## src/rtl/tone_frame_ctrl.sv

```systemverilog
// Frame controller behind the six-tone detector: locks a detector group on sync, captures command bits and hands frames to the host.
// Optional even-parity checking on par_err is built when TONE_FRAME_PARITY_EN is defined.
module tone_frame_ctrl #(
  parameter int unsigned FRAME_BITS = 16,
  parameter int unsigned SYNC_MIN   = 64,
  parameter int unsigned TIMEOUT    = 4000
) (
  input  logic                  clk,
  input  logic                  reset,
  input  logic                  clk_enable,
  input  logic [2:0]            det_g0,
  input  logic [2:0]            det_g1,
  output logic [FRAME_BITS-1:0] frame_data,
  output logic                  frame_grp,
  output logic                  frame_valid,
  input  logic                  frame_ready,
  output logic                  busy,
  output logic                  err_timeout,
  output logic                  par_err
);
  localparam int unsigned SC_W = $clog2(SYNC_MIN + 1);
  localparam int unsigned BC_W = $clog2(FRAME_BITS + 1);
  localparam int unsigned TO_W = $clog2(TIMEOUT + 1);

  typedef enum logic [1:0] {S_IDLE, S_SYNC, S_DATA, S_HOLD} state_t;

  state_t                r_state, w_state_nxt;
  logic                  r_grp, w_grp_nxt;
  logic                  r_last_grp, w_last_grp_nxt;
  logic                  r_c_q, w_c_q_nxt;
  logic [SC_W-1:0]       r_sync_cnt, w_sync_cnt_nxt;
  logic [BC_W-1:0]       r_bit_cnt, w_bit_cnt_nxt;
  logic [TO_W-1:0]       r_to_cnt, w_to_cnt_nxt;
  logic [FRAME_BITS-2:0] r_shreg, w_shreg_nxt;
  logic [FRAME_BITS-1:0] w_frame_data_nxt;
  logic                  w_frame_grp_nxt;
  logic                  w_frame_valid_nxt;
  logic                  w_err_nxt;

  logic [2:0]            w_det;
  logic                  w_s, w_c, w_m, w_edge;
  logic [FRAME_BITS-1:0] w_shift;

  // Bits of the currently locked group
  assign w_det   = r_grp ? det_g1 : det_g0;
  assign w_s     = w_det[2];
  assign w_c     = w_det[1];
  assign w_m     = w_det[0];
  assign w_edge  = w_c & ~r_c_q;
  assign w_shift = {r_shreg, w_m};

  always_ff @(posedge clk or negedge reset) begin
    if (!reset) begin
      r_state     <= S_IDLE;
      r_grp       <= 1'b0;
      r_last_grp  <= 1'b1;
      r_c_q       <= 1'b0;
      r_sync_cnt  <= '0;
      r_bit_cnt   <= '0;
      r_to_cnt    <= '0;
      r_shreg     <= '0;
      frame_data  <= '0;
      frame_grp   <= 1'b0;
      frame_valid <= 1'b0;
      busy        <= 1'b0;
      err_timeout <= 1'b0;
    end else begin
      r_state     <= w_state_nxt;
      r_grp       <= w_grp_nxt;
      r_last_grp  <= w_last_grp_nxt;
      r_c_q       <= w_c_q_nxt;
      r_sync_cnt  <= w_sync_cnt_nxt;
      r_bit_cnt   <= w_bit_cnt_nxt;
      r_to_cnt    <= w_to_cnt_nxt;
      r_shreg     <= w_shreg_nxt;
      frame_data  <= w_frame_data_nxt;
      frame_grp   <= w_frame_grp_nxt;
      frame_valid <= w_frame_valid_nxt;
      busy        <= (w_state_nxt != S_IDLE);
      err_timeout <= w_err_nxt;
    end
  end

  always_comb begin
    w_state_nxt       = r_state;
    w_grp_nxt         = r_grp;
    w_last_grp_nxt    = r_last_grp;
    w_c_q_nxt         = r_c_q;
    w_sync_cnt_nxt    = r_sync_cnt;
    w_bit_cnt_nxt     = r_bit_cnt;
    w_to_cnt_nxt      = r_to_cnt;
    w_shreg_nxt       = r_shreg;
    w_frame_data_nxt  = frame_data;
    w_frame_grp_nxt   = frame_grp;
    w_frame_valid_nxt = frame_valid;
    w_err_nxt         = 1'b0;
    case (r_state)
      S_IDLE: begin
        // Tie goes to the group that did not deliver the previous frame
        if (clk_enable && (det_g0[2] || det_g1[2])) begin
          w_grp_nxt      = (det_g0[2] && det_g1[2]) ? ~r_last_grp : det_g1[2];
          w_sync_cnt_nxt = '0;
          w_state_nxt    = S_SYNC;
        end
      end
      S_SYNC: begin
        if (clk_enable) begin
          if (w_s) begin
            if (r_sync_cnt < SC_W'(SYNC_MIN)) w_sync_cnt_nxt = r_sync_cnt + SC_W'(1);
          end else if (r_sync_cnt == SC_W'(SYNC_MIN)) begin
            w_shreg_nxt   = '0;
            w_bit_cnt_nxt = '0;
            w_to_cnt_nxt  = '0;
            w_state_nxt   = S_DATA;
          end else begin
            w_state_nxt = S_IDLE;
          end
        end
      end
      S_DATA: begin
        if (clk_enable) begin
          if (w_s) begin
            w_sync_cnt_nxt = '0;
            w_state_nxt    = S_SYNC;
          end else if (w_edge) begin
            w_shreg_nxt   = w_shift[FRAME_BITS-2:0];
            w_bit_cnt_nxt = r_bit_cnt + BC_W'(1);
            w_to_cnt_nxt  = '0;
            if (w_bit_cnt_nxt == BC_W'(FRAME_BITS)) begin
              w_frame_data_nxt  = w_shift;
              w_frame_grp_nxt   = r_grp;
              w_frame_valid_nxt = 1'b1;
              w_state_nxt       = S_HOLD;
            end
          end else begin
            if (r_to_cnt < TO_W'(TIMEOUT)) w_to_cnt_nxt = r_to_cnt + TO_W'(1);
            if (w_to_cnt_nxt == TO_W'(TIMEOUT)) begin
              w_err_nxt   = 1'b1;
              w_state_nxt = S_IDLE;
            end
          end
        end
      end
      S_HOLD: begin
        // Handshake is sampled every clock, independent of clk_enable
        if (frame_valid && frame_ready) begin
          w_frame_valid_nxt = 1'b0;
          w_last_grp_nxt    = frame_grp;
          w_state_nxt       = S_IDLE;
        end
      end
      default: w_state_nxt = S_IDLE;
    endcase
    // Loading from the next group makes a clock tone already present at lock not count as an edge
    if (clk_enable) w_c_q_nxt = w_grp_nxt ? det_g1[1] : det_g0[1];
  end

`ifdef TONE_FRAME_PARITY_EN
  always_ff @(posedge clk or negedge reset) begin
    if (!reset) begin
      par_err <= 1'b0;
    end else if (w_frame_valid_nxt && !frame_valid) begin
      par_err <= ^w_shift;
    end else if (!w_frame_valid_nxt) begin
      par_err <= 1'b0;
    end
  end
`else
  assign par_err = 1'b0;
`endif

endmodule

```

## config.mk

```make
export PLATFORM = sky130hd
export DESIGN_NAME = tone_frame_ctrl
export DESIGN_NICKNAME = d
export VERILOG_FILES = /design/src/rtl/tone_frame_ctrl.sv
export SDC_FILE = /design/constraint.sdc
export NUM_CORES = 1
export LEC_CHECK = 0
export CAP_MARGIN = 40
export CORE_UTILIZATION = 45
export DETAILED_ROUTE_END_ITERATION = 6
export GPL_ROUTABILITY_DRIVEN = 0
export PLACE_DENSITY = 0.75
export SLEW_MARGIN = 20
export SYNTH_ARGS = -nofsm -noshare
export SYNTH_HDL_FRONTEND = slang
export SYNTH_SLANG_ARGS = --single-unit
```

## constraint.sdc

```tcl
create_clock -name clk -period 2.1 [get_ports clk]
set_input_delay 0.42 -clock clk [delete_from_list [all_inputs] [get_ports clk]]
set_output_delay 0.42 -clock clk [all_outputs]
set_load 0.01 [all_outputs]
```

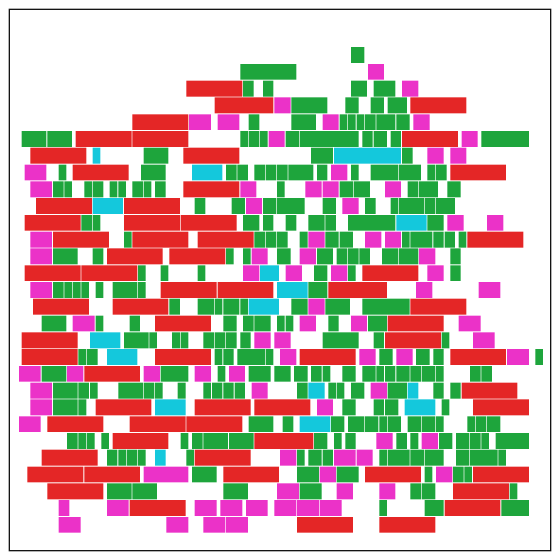
*Placed cells, one colour a class, run 1*
- other buffers and delay cells: magenta (cells 83)
- clock drivers and dummy loads: cyan (cells 16)
- all other logic: green (cells 261)
- flip-flops: red (cells 64)

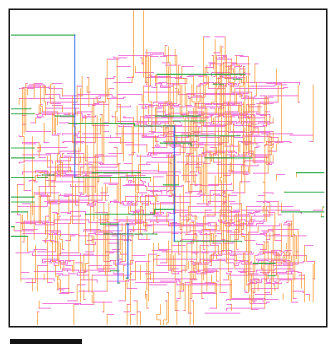
*Wiring by layer, run 1*
Scale bar: 20 µm.
- met3: green (wire length 346 µm)
- met4: blue (wire length 103 µm)
- met2: orange (wire length 3650 µm)
- met1: magenta (wire length 3450 µm)

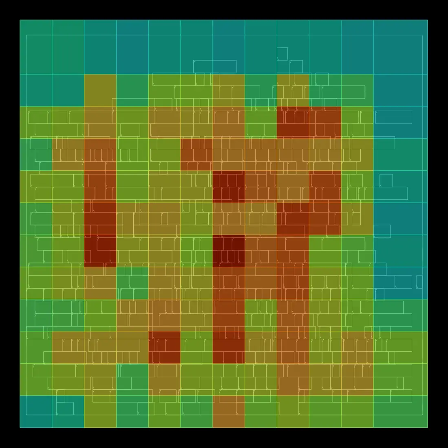
*Routing congestion, run 1*
fin util: 0.621
grt met3 use: 0.0584
met1 Usage GRT: 0.276
DR WL/cell: 14.5 µm
Top Usage Layer GRT: met2

==> CHANGELOG.md, run 1 <==
### Metrics

* Status: completed
* Largest net degree at the start of global routing at 40
* # IOs at 31
* Max IR drop VDD at approximately 0.5 mV
* Cell type with the largest total area: dfrtp_1
* CTS root buf: clkbuf_8
* FMAX at between 0.4 and 0.5 GHz
* CTS clk-pin slew, worst paths at 0.07 ns
* Chip Area, Yosys at approximately 3300 µm²
* GRT overflow at 0
* Sink Count at 64
* Post-CTS Hold Fix Bufs at 1
* Resized cells post-CTS at 1
* Worst path cell trace: o21ai_4 -> buf_4 -> o2111a_1 -> o21ai_1 -> or4_4 -> nor4_4 -> and3_1
* EDFF count, synth at 0
* Antenna diode instance count at 0
* Clk latency late pin at 0.34 ns
* Iter 0 DRT Violations at 111
* Drt total wl at 7.54 mm
* Post-Synthesis Cells at 343
* Top cells by area: dfrtp_1 48%, o21ai_0 6.2%, mux2_2 6.2%
* Worst Hold Class: input pin to asynchronous set/reset pin
* Worst setup SP type: flip-flop
* TritonCTS clock tree: done
* Setup TNS at 0 ns
* Rows at 30
* Inserted Clock Buffers at 9
* DIE HEIGHT at 87.5 µm
* Port Buf Inserts at 29
* Syn_area_per_cell at around 9.6 µm²
* Worst path max stage delay at 0.46 ns
* Worst Skew at between 0.007 and 0.008 ns
* Area leader share at 0.479
* Post-synthesis sequential area ratio at 0.487
* GRT Util Overall at 0.209
* Post-synth regs at 64
* Layout cells sized above 1 at 0.255
* Maximum root-to-sink buffer count at 2
* P_leak at approximately 0.0019 µW
* NumNets Final at 433
* Crit path arrival time at 2.33 ns
* Required time of the critical path at 2.38 ns
* P per Cell Area at 671 nW/µm²
* DRT Pass-1 Iters at 4
* Main flop type: dfrtp_1
* Fin. Hold Viols at 0
* Init Core Util at 0.474
* Most instantiated library cell after synthesis: dfrtp_1
* CP max-delay cell: dfrtp_1
* Asr flop ratio synth at 1.00
* Maxcap violations at 0
* Crit. End Element: flip-flop
* Core area at just under 7000 µm²
* Cell depth of the worst flop-to-flop path at 7
* Setup Buffers After CTS at 0
* OpenROAD warning count at 27
* Initial antenna violation count at 0
* Via count at roughly 2900
* H-tree depth at 3
* Setup Viol. Count Final at 0
* Synth warn at 0
* HPWL Detailed at 5.32 mm
* Full die area at approximately 7700 µm²
* CP max FO at 5
* # DRC at 0
* ANT nets after route at 0
* Fin Hold WS at ~0.50 ns
* Ys cells at 343
* Slew Limit Fails at 0
* Count of unique library cells instantiated by Yosys at 58
* Post-synth top cells: 63 x dfrtp_1, 51 x nand2_1, 41 x o21ai_0
* Mapped cell area at 3290 µm²
* P&R area growth vs syn at 31.0%
## run 1: logic make-up (layout without fill, tap and decap cells)
kind of cell    count (synthesis)  in the layout  synth area share
simple gates                  133            133             0.212
compound gates                 93             93             0.167
flops                          64             64             0.487
mux                            23             23            0.0771
buf+inv                        22            103            0.0331
fa+ha+maj                       4              4            0.0152
xor+xnor                        3              3           0.00798
other cells                     1              1           0.00114
## run 1: cell usage in the layout, fill, tap and decap left out, drive strengths merged, types with 2 or more instances in the layout
cell	instances
dfrtp	63
or3	2
buf	54
a31oi	11
o2111ai	2
o21ai	43
mux2i	4
nand3	12
ha	4
clkdlybuf4s50	28
nand2	51
nand4	8
mux2	19
nand3b	2
and3	5
a211oi	3
nor4	2
o31ai	5
clkbuf	11
inv	4
nor3	6
nor2	22
clkinv	3
o22a	2
and4	2
nand2b	8
xor2	2
nor3b	2
a21oi	20
nor2b	4
## run 1: sequential cells by signal (all words and copies together) (netlist names)
register,flops
r_last_grp,1
r_shreg,15
r_c_q,1
err_timeout,1
r_grp,1
frame_valid,1
r_state,2
r_bit_cnt,5
frame_data,16
r_to_cnt,12
busy,1
frame_grp,1
r_sync_cnt,7
## run 1: final timing paths
kind,start,slack (ns),endpoint
worst max-delay path,r_to_cnt[6]$_DFFE_PN0P_,0.05,err_timeout$_DFF_PN0_
worst min register to register,r_shreg[14]$_DFFE_PN0P_,0.50,r_shreg[14]$_DFFE_PN0P_
worst max register to register,r_to_cnt[6]$_DFFE_PN0P_,0.05,err_timeout$_DFF_PN0_
worst min-delay path,reset,0.50,frame_data[9]$_DFFE_PN0P_
max in group asynchronous,reset,1.01,r_last_grp$_DFFE_PN1P_
min in group clk,r_shreg[14]$_DFFE_PN0P_,0.50,r_shreg[14]$_DFFE_PN0P_
## run 1: worst max-delay path: cells and delay by family (launching register included)
family                 cells  cell delay, ns
buffers and inverters      1            0.16
AND-OR/OR-AND              3            0.48
AND/OR/NAND/NOR            3            0.89
flip-flops                 1            0.46
## run 1: through the flow
step	setup WS, ns	std cells	cell area [µm²]	power [µW]
detailed placement	-0.207	499	4000	1840
floorplan	0.0472	343	3300	1640
finish	0.0503	520	4320	2900
global placement	-0.197	499	4000	1820
global route	-0.0311	520	4320	3030
CTS	0.0208	516	4210	2910
## run 1: power by group
group | switching, µW | internal, µW | leakage (µW)
registers | 88.6 | 1310 | 0.000850
clock network | 491 | 579 | 0.0000993
logic | 220 | 213 | 0.000945
## run 1: metal layers
| metal | track usage | wire length, µm | up-vias |
|---|---|---|---|
| met3 | 0.0584 | 345 | 11 |
| met5 | 0 | 0 | - |
| li1 | - | - | 1391 |
| met2 | 0.333 | 3650 | 60 |
| met1 | 0.276 | 3450 | 1389 |
| met4 | 0.0700 | 102 | 0 |
## run 1: layout make-up
| class | instances | area [µm²] |
|---|---|---|
| inverter | 4 | 15.0 |
| sequential | 64 | 1610 |
| tap | 96 | 120 |
| timing repair buffer | 83 | 706 |
| multi-input combinational | 257 | 1670 |
| fill | 549 | 2630 |
| clock buffer | 11 | 141 |
| clock inverter | 5 | 56.3 |
### Wire density map, run 1

Scale bar: 20 µm. 18 x 18 tiles, from dark blue (low) to red (high), scaled to the fullest tile. Values are wire area over tile area, all layers added.
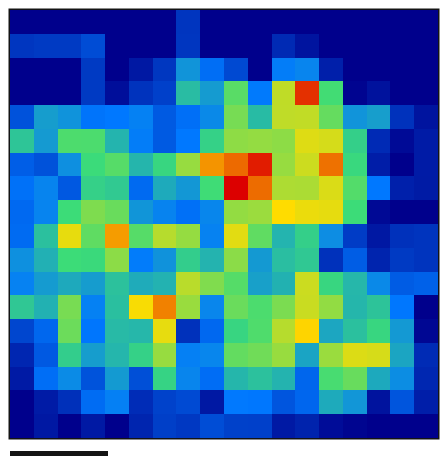

--- run 2 (diff from run 1) ---
--- a/config.mk
+++ b/config.mk
@@ -9,7 +9,7 @@
 export CORE_UTILIZATION = 45
 export DETAILED_ROUTE_END_ITERATION = 6
 export GPL_ROUTABILITY_DRIVEN = 0
-export PLACE_DENSITY = 0.75
+export PLACE_DENSITY = 0.68
 export SLEW_MARGIN = 20
 export SYNTH_ARGS = -nofsm -noshare
 export SYNTH_HDL_FRONTEND = slang
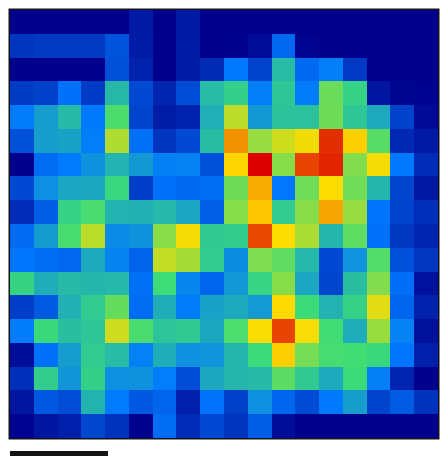
*Wire density map, run 2*
Scale bar: 20 µm. 18 x 18 tiles, from dark blue (low) to red (high), scaled to the fullest tile. Values are wire area over tile area, all layers added.
- emptiest ninth of the die: upper left
- nearly empty tiles: 14%
- densest ninth of the die: centre
- mean over tiles: 0.16
- tiles over half the peak: 19%

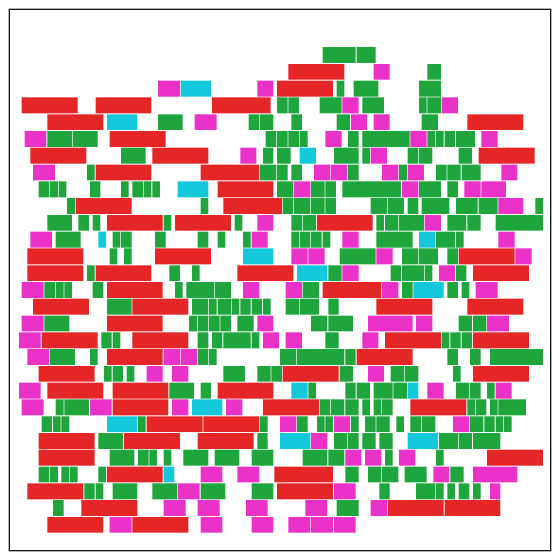
*Placed cells, one colour a class, run 2*
- clock drivers and dummy loads: cyan (cells 16)
- other buffers and delay cells: magenta (cells 89)
- flip-flops: red (cells 64)
- all other logic: green (cells 261)

==> run 2 against run 1 <==
  * The flow now finishes with violations (setup timing)
  * Area after synthesis unchanged
  * Register-to-register slack worse by 0.08 ns
  * Routed wire length grew 2.3%
  * Clock skew about the same
  * Clock power fell by about 10%
  * Synthesized cell count is the same
  * Critical path type unchanged
  * Largest power group unchanged
==> CHANGELOG.md, run 2 <==
### Metrics

* Status: complete, but fails checks
* Failing checks: setup timing
* GRT overflow at 0
* Top cells by area: dfrtp_1 48%, o21ai_0 6.2%, mux2_2 6.2%
* Via count at 2879
* Worst Skew at 0.00757 ns
* Drt total wl at 7.72 mm
* Fin worst setup slack at -0.0343 ns
* Top Registers: frame_data x16, r_shreg x15, r_to_cnt x12
* TritonCTS clock tree: done
* CP Buf/Inv Count at 0
* Setup Viol. Count Final at 2
* CP max FO at 5
* # IOs at 31
* H-tree depth at 3
* DR WL/cell at 14.7 µm
* Main flop type: dfrtp_1
* Finished Layout Cells at around 530
* Mapped cell area at ~3300 µm²
* Clk latency late pin at 0.34 ns
* P per Cell Area at 641 nW/µm²
* Layout cells sized above 1 at 0.279
* Crit path arrival time at 2.33 ns
* CTS root buf: clkbuf_8
* Worst Hold Class: input pin to asynchronous set/reset pin
* Most frequent logic cell in the layout: dfrtp_1
* CTS clk-pin slew, worst paths at 0.07 ns
* Initial antenna violation count at 0
* EDFF count, synth at 0
* FMAX at ~0.47 GHz
* Max IR drop VDD at 0.454 mV
* Count of unique library cells instantiated by Yosys at a little under 60
* Crit. End Element: flip-flop
* Chip Area, Yosys at 3290 µm²
* Max reg flops at 16
* Post-synth top cells: 63 x dfrtp_1, 51 x nand2_1, 41 x o21ai_0
* Port Buf Inserts at 29
* Required time of the critical path at ~2.3 ns
* Most frequent cells in the layout: 59 x dfrtp_1, 56 x buf_4, 51 x nand2_1
* Rows at 30
* NumNets Final at between 400 and 500
* Post-CTS Hold Fix Bufs at 0
* Asr flop ratio synth at 1.00
* CP max-delay cell: or4_4
* Init Core Util at 0.474
* Worst setup SP type: flip-flop
* Synth warn at 0
* P_leak at 0.00192 µW
* # DRC at 0
* Maximum root-to-sink buffer count at 2
* Most flops, register: frame_data
* Slew Limit Fails at 0
* Post-synthesis sequential area ratio at 0.487
* Cell type with the largest total area: dfrtp_1
* GRT Util Overall at 0.219
* Worst path max stage delay at ~0.5 ns
* Core area at 6940 µm²
* Post-synth regs at 64
* Largest net degree at the start of global routing at 35
* Worst path cell trace: o21ai_4 -> o2111ai_4 -> xor2_1 -> or4_4 -> nor4_4 -> o311ai_2
* Area leader share at 0.479
* Iter 0 DRT Violations at 180
* Dpl cells at 505
* DRT Pass-1 Iters at 4
* Sink Count at 64
* Fin util at 0.629
* Most instantiated library cell after synthesis: dfrtp_1
* Full die area at 7660 µm²
* Ys cells at 343
* Antenna diode instance count at 0
* P&R area growth vs syn at 32.6%
* Critical path's top delay family: simple AND/OR/NAND/NOR gates
* ANT nets after route at 0
* Fin. Hold Viols at 0
* DIE HEIGHT at 87.5 µm
==> run 2: cell counts after synthesis <==
Identical to the previous run, type by type.
==> run 2: worst paths after layout <==
kind | from | end | slack, ns | cells past startpoint
min reg2reg | r_shreg[14]$_DFFE_PN0P_ | r_shreg[14]$_DFFE_PN0P_ | 0.49 | 2
max | r_to_cnt[5]$_DFFE_PN0P_ | busy$_DFF_PN0_ | -0.03 | 6
max reg2reg | r_to_cnt[5]$_DFFE_PN0P_ | busy$_DFF_PN0_ | -0.03 | 6
max in group asynchronous | reset | r_shreg[1]$_DFFE_PN0P_ | 1.43 | 3
min | reset | r_sync_cnt[0]$_DFFE_PN0P_ | 0.009 | 1
min in group clk | r_shreg[14]$_DFFE_PN0P_ | r_shreg[14]$_DFFE_PN0P_ | 0.49 | 2
==> run 2: final cells by class <==
class                   instances  area (µm²)
clock buffers                  11         141
clock inverters                 5        32.5
fillers                       576        2580
inverters                       4        15.0
multi-input cells             257        1680
flip-flops and latches         64        1610
well taps                      96         120
repair buffers                 89         768
==> run 2: worst reg2reg max path: stages, from the launching register on <==
cell and delay (ns):
dfrtp_2 0.44, o21ai_4 0.25, o2111ai_4 0.15, xor2_1 0.17, or4_4 0.50, nor4_4 0.34
o311ai_2 0.14
==> run 2: cells by family (layout without fill, tap and decap cells) <==
group,Yosys count,count (layout),share of synthesized area
compound gates,93,93,0.167
xor+xnor,3,3,0.00798
fa+ha+maj,4,4,0.0152
buf+inv,22,109,0.0331
flops,64,64,0.487
mux,23,23,0.0771
other cells,1,1,0.00114
simple gates,133,133,0.212
==> run 2: what timing repair did <==
item                                    4_1_cts  5_1_grt
resized                                       0       22
endpoints found under the setup margin        3       35
buffers inserted                              0        5
pin swaps                                     1        9
==> run 2: through the flow <==
stage	total power, µW	worst slack [ns]	hold slack (ns)	TNS (ns)	cell area [µm²]
after floorplan	1640	0.0472	0.124	0	3300
after global placement	1820	-0.195	0.363	-2.48	4050
after detailed placement	1830	-0.232	0.376	-4.28	4050
after CTS	2780	0.0366	0.00668	0	4230
after global routing	2940	-0.133	0.0250	-0.353	4370
final	2800	-0.0343	0.00904	-0.0645	4370
==> run 2: routing by layer <==
layer	wire length, µm	vias up	track usage	share of wire
met3	294	8	0.0556	0.038
met2	3690	75	0.356	0.48
met5	0	-	0	0
met4	94	0	0.0686	0.012
met1	3640	1389	0.288	0.47
li1	-	1407	-	-
==> run 2: power by group <==
part | total (µW) | switching (µW) | internal [µW]
Clock | 946 | 490 | 456
Sequential | 1400 | 92.3 | 1310
Combinational | 454 | 227 | 227
Power and IR drop assume default switching activity.
